registers.png
Bar = 50 microns. Other sequential cells in the stronger grey, the rest of the logic in the fainter grey.
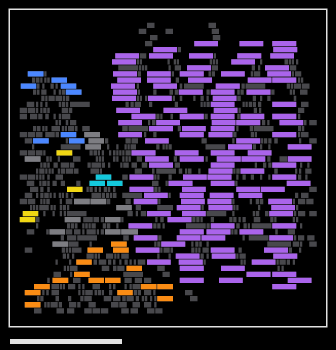
met2.png
Bar = 50 microns.
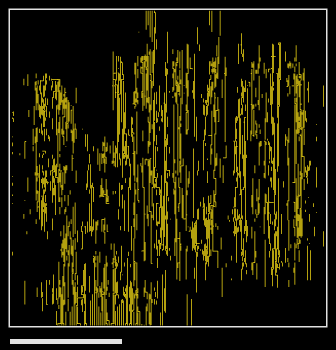
gate_families.png
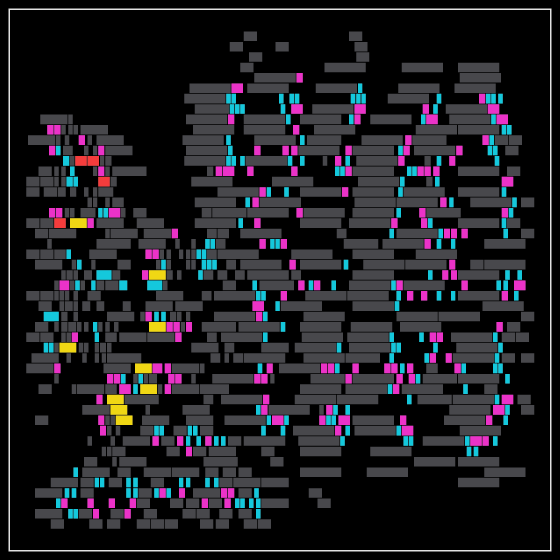
final_congestion.png
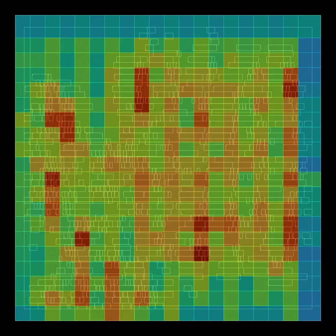
[config.mk]
export PLATFORM = sky130hd
export DESIGN_NAME = spine_link_adapter
export DESIGN_NICKNAME = d
export VERILOG_FILES = /design/src/rtl/spine_link_adapter.sv
export SDC_FILE = /design/constraint.sdc
export NUM_CORES = 1
export LEC_CHECK = 0
export ABC_AREA = 1
export CAP_MARGIN = 20
export CORE_MARGIN = 4
export CORE_UTILIZATION = 40
export CTS_CLUSTER_SIZE = 28
export DETAILED_ROUTE_END_ITERATION = 8
export HOLD_SLACK_MARGIN = 0.08
export SETUP_SLACK_MARGIN = 0.1
export SYNTH_ARGS = -nofsm -noshare
export SYNTH_HDL_FRONTEND = slang
export SYNTH_SLANG_ARGS = --single-unit
[constraint.sdc]
create_clock -name clk -period 4 [get_ports clk]
set_input_delay 0.4 -clock clk [delete_from_list [all_inputs] [get_ports clk]]
set_output_delay 0.4 -clock clk [all_outputs]
set_load 0.02 [all_outputs]
[src/rtl/spine_link_adapter.sv]
// rtl/spine_link_adapter.sv - leaf-router spine port to valid/ready spine link adapter
// TX: FWFT FIFO with drop accounting; RX: paced single-cycle replay with dest extraction.
module spine_link_adapter #(
    parameter int DWIDTH     = 16,
    parameter int FIFO_DEPTH = 8,
    parameter int ADDR_LSB   = 10,
    parameter int RX_GAP     = 1
) (
    input  logic                          clk,
    input  logic                          reset,
    input  logic [DWIDTH-1:0]             leaf_out_data,
    input  logic                          leaf_out_valid,
    output logic [DWIDTH-1:0]             leaf_in_data,
    output logic                          leaf_in_valid,
    output logic [5:0]                    leaf_dest_addr,
    output logic [DWIDTH-1:0]             spine_tx_data,
    output logic                          spine_tx_valid,
    input  logic                          spine_tx_ready,
    input  logic [DWIDTH-1:0]             spine_rx_data,
    input  logic                          spine_rx_valid,
    output logic                          spine_rx_ready,
    input  logic                          clr_stats,
    output logic                          tx_overflow,
    output logic [7:0]                    drop_count,
    output logic [$clog2(FIFO_DEPTH):0]   tx_level
);
    localparam int AW = $clog2(FIFO_DEPTH);
    localparam int LW = AW + 1;

    logic [DWIDTH-1:0] mem [FIFO_DEPTH];
    logic [AW-1:0]     wr_ptr, rd_ptr;
    logic [LW-1:0]     level;
    logic              full, push, pop, drop;

    assign full = (level == LW'(FIFO_DEPTH));
    assign pop  = (level != '0) && spine_tx_ready;
    // A pop in the same cycle frees a slot, so a full FIFO can still accept.
    assign push = leaf_out_valid && (!full || pop);
    assign drop = leaf_out_valid && full && !pop;

    always_ff @(posedge clk) begin
        if (push) begin
            mem[wr_ptr] <= leaf_out_data;
        end
    end

    always_ff @(posedge clk) begin
        if (reset) begin
            wr_ptr <= '0;
            rd_ptr <= '0;
            level  <= '0;
        end else begin
            if (push) begin
                wr_ptr <= wr_ptr + AW'(1);
            end
            if (pop) begin
                rd_ptr <= rd_ptr + AW'(1);
            end
            case ({push, pop})
                2'b10:   level <= level + LW'(1);
                2'b01:   level <= level - LW'(1);
                default: level <= level;
            endcase
        end
    end

    assign spine_tx_valid = (level != '0);
    assign spine_tx_data  = spine_tx_valid ? mem[rd_ptr] : '0;
    assign tx_level       = level;

    // A drop in the clearing cycle is still counted, so the clear never hides it.
    always_ff @(posedge clk) begin
        if (reset) begin
            tx_overflow <= 1'b0;
            drop_count  <= 8'd0;
        end else if (clr_stats) begin
            tx_overflow <= drop;
            drop_count  <= {7'd0, drop};
        end else if (drop) begin
            tx_overflow <= 1'b1;
            if (drop_count != 8'hFF) begin
                drop_count <= drop_count + 8'd1;
            end
        end
    end

    typedef enum logic [1:0] {
        IDLE = 2'd0,
        SEND = 2'd1,
        GAP  = 2'd2
    } rx_state_t;

    rx_state_t         state, next_state;
    logic [DWIDTH-1:0] rx_data;
    logic [3:0]        gap_cnt;

    always_ff @(posedge clk) begin
        if (reset) begin
            state   <= IDLE;
            rx_data <= '0;
            gap_cnt <= 4'd0;
        end else begin
            state <= next_state;
            if (state == IDLE && spine_rx_valid) begin
                rx_data <= spine_rx_data;
            end
            if (state == SEND) begin
                gap_cnt <= 4'(RX_GAP);
            end else if (state == GAP) begin
                gap_cnt <= gap_cnt - 4'd1;
            end
        end
    end

    always_comb begin
        next_state     = state;
        leaf_in_valid  = 1'b0;
        spine_rx_ready = 1'b0;
        case (state)
            IDLE: begin
                spine_rx_ready = 1'b1;
                if (spine_rx_valid) begin
                    next_state = SEND;
                end
            end
            SEND: begin
                leaf_in_valid = 1'b1;
                next_state    = (RX_GAP > 0) ? GAP : IDLE;
            end
            GAP: begin
                if (gap_cnt <= 4'd1) begin
                    next_state = IDLE;
                end
            end
            default: next_state = IDLE;
        endcase
    end

    assign leaf_in_data   = rx_data;
    assign leaf_dest_addr = rx_data[ADDR_LSB+5:ADDR_LSB];

endmodule

==> results.yml <==
# yosys + openroad results
outcome:
  status: "complete, no violations"
layout:
  syn_to_final_growth_pct: 23.3
  num-nets-final: 813
floorplanning:
  core_sq_um: 17400
clocking:
  ctsHoldBuffers: 0
  cts_sinks: 172
  cts_buffer_depth: 2
  cts-root-buf: "clkbuf_16"
  postCtsSetupBuffers: 0
critical_path:
  crit_path_start_kind: "flop"
  worstRegToRegCells: 7
  cp_slowest_cell: "clkdlybuf4s50_1"
  required_ns: 3.60
synthesis:
  synth-cells-yosys: 677
sta:
  setup_viol: 0
  rsz0062_at_grt: "false"
  tns_ns: 0
  setup_slack_ns: 0.974
  clock-skew-final_ns: 0.00560
global_routing:
  grt_start_max_net_pins: 65
  track_usage_pct: 16.1
power:
  power_frac_clock_pct: 31.6
  irDropWorstVdd_mv: 0.352
hold_path:
  holdPathStages: 2
placed_design:
  post-place-ws_ns: 1.22
Back to the opening pictures, registers.png:
tx_level: marked yellow, sequential cells 4, where left middle. leaf_in_data: marked orange, sequential cells 16. drop_count: marked blue, sequential cells 8, where top left. rd_ptr: marked cyan, sequential cells 3. mem: marked purple, sequential cells 128.
Another 13 sequential cells are not coloured.
Finished Core Util: 50.5%
sequential share of cell area: 53.7%
P_seq: 2.07 mW

Back to the opening pictures, met2.png:
The wires run mostly vertical. The longest straight run is 64.6 microns. The layer holds 48% of the routed length. The layer carries 7480 microns of wire. 624 nets have wire on it.
Vias: 4996
final WL: 15.5 mm

Back to the opening pictures, gate_families.png:
NOR gates: marked cyan, cells 193, where spread over the die. XOR/XNOR gates: marked red, cells 4. adder and majority cells: marked yellow, cells 9. inverting AOI/OAI gates: marked magenta, cells 145.
combinational share of cell area: 23.4%
final std cells w/o fill: 1003
most instantiated logic cell after routing: nor2_1

Back to the opening pictures, final_congestion.png:
met3 Use GR: 4.15%
global routing's busiest layer: met2

==> sequential cells by signal (all words and copies together), names as in the netlist, named ones only <==
name          cells
drop_count        8
tx_level          4
wr_ptr            3
leaf_in_data     16
state             2
rd_ptr            3
mem             128
tx_overflow       1
gap_cnt           4
==> layer usage <==
| layer | GRT usage [%] | share of wire, % | vias to the layer above |
|---|---|---|---|
| li1 | - | - | 2505 |
| met1 | 21.0 | 46 | 2368 |
| met2 | 26.2 | 48 | 105 |
| met3 | 4.15 | 4.6 | 18 |
| met4 | 5.86 | 1.4 | 0 |
| met5 | 0 | 0 | - |
==> kinds of logic (layout without fill, tap and decap cells) <==
group / after synthesis / in the layout / share of synthesized area (%)
simple gates: 270 / 270 / 15.4
buf+inv: 76 / 177 / 4.95
xor+xnor: 4 / 4 / 0.491
compound gates: 146 / 146 / 11.3
flops: 172 / 172 / 66.2
fa+ha+maj: 9 / 9 / 1.58
==> through the flow <==
stage / area (sq um) / util [%]
2_1_floorplan: 7130 / -
3_3_place_gp: 8230 / 47.2
3_5_place_dp: 8230 / 47.2
4_1_cts: 8780 / 50.4
5_1_grt: 8800 / 50.5
6_report: 8800 / 50.5
==> worst max-delay path by stage <==
stage,from,cells past startpoint,slack (ns),endpoint
6_report,flop,6,0.97,spine_tx_data[2]
5_1_grt,flop,8,0.77,spine_tx_data[1]
4_1_cts,flop,6,0.74,spine_tx_data[2]
3_5_place_dp,flop,6,1.22,spine_tx_data[2]
3_3_place_gp,flop,6,1.25,spine_tx_data[2]
2_1_floorplan,tx_level[0],6,1.91,mem[0][0]
==> cell usage in the layout, fill, tap and decap left out, types with 3 or more instances in the layout <==
cell	netlist	final
inv_1	33	33
clkbuf_16	0	17
buf_4	13	14
o21ai_1	25	25
nor2_4	3	3
inv_6	0	3
xor2_1	3	3
nand4_1	6	6
o21ai_0	82	82
o32ai_1	16	16
dfxtp_1	44	43
clkinv_1	2	3
nand2_1	54	54
clkinv_2	0	3
nand3_1	9	9
clkdlybuf4s50_1	0	91
ha_1	9	9
nand2_2	4	4
a21oi_1	18	18
inv_2	5	5
nor2_1	187	187
edfxtp_1	128	128
==> layout make-up <==
cell class	instances	area (sq um)
Clock buffer	18	429
Sequential cell	172	4730
Inverter	40	150
Fill cell	1529	8620
Tap cell	225	282
Clock inverter	13	119
Timing Repair Buffer	106	1040
Multi-Input combinational cell	429	2060
==> power by group through the flow <==
stage	Sequential, mW	Clock [mW]	Combinational, mW
6_report	2.07	1.53	1.25
2_1_floorplan	2.14	0	0.762
5_1_grt	2.09	1.66	1.39
4_1_cts	2.07	1.57	1.26
3_5_place_dp	2.11	0	1.25
3_3_place_gp	2.11	0	1.23
==> critical path, delay by kind of cell (launching register included) <==
kind                   cells  cell delay, ns
AOI/OAI and AO/OA          3            0.51
buffers and inverters      2            1.15
DFF                        1            0.33
and+or+nand+nor            1            0.20
Power figures rest on the tool's default switching activity, not on a simulated workload.
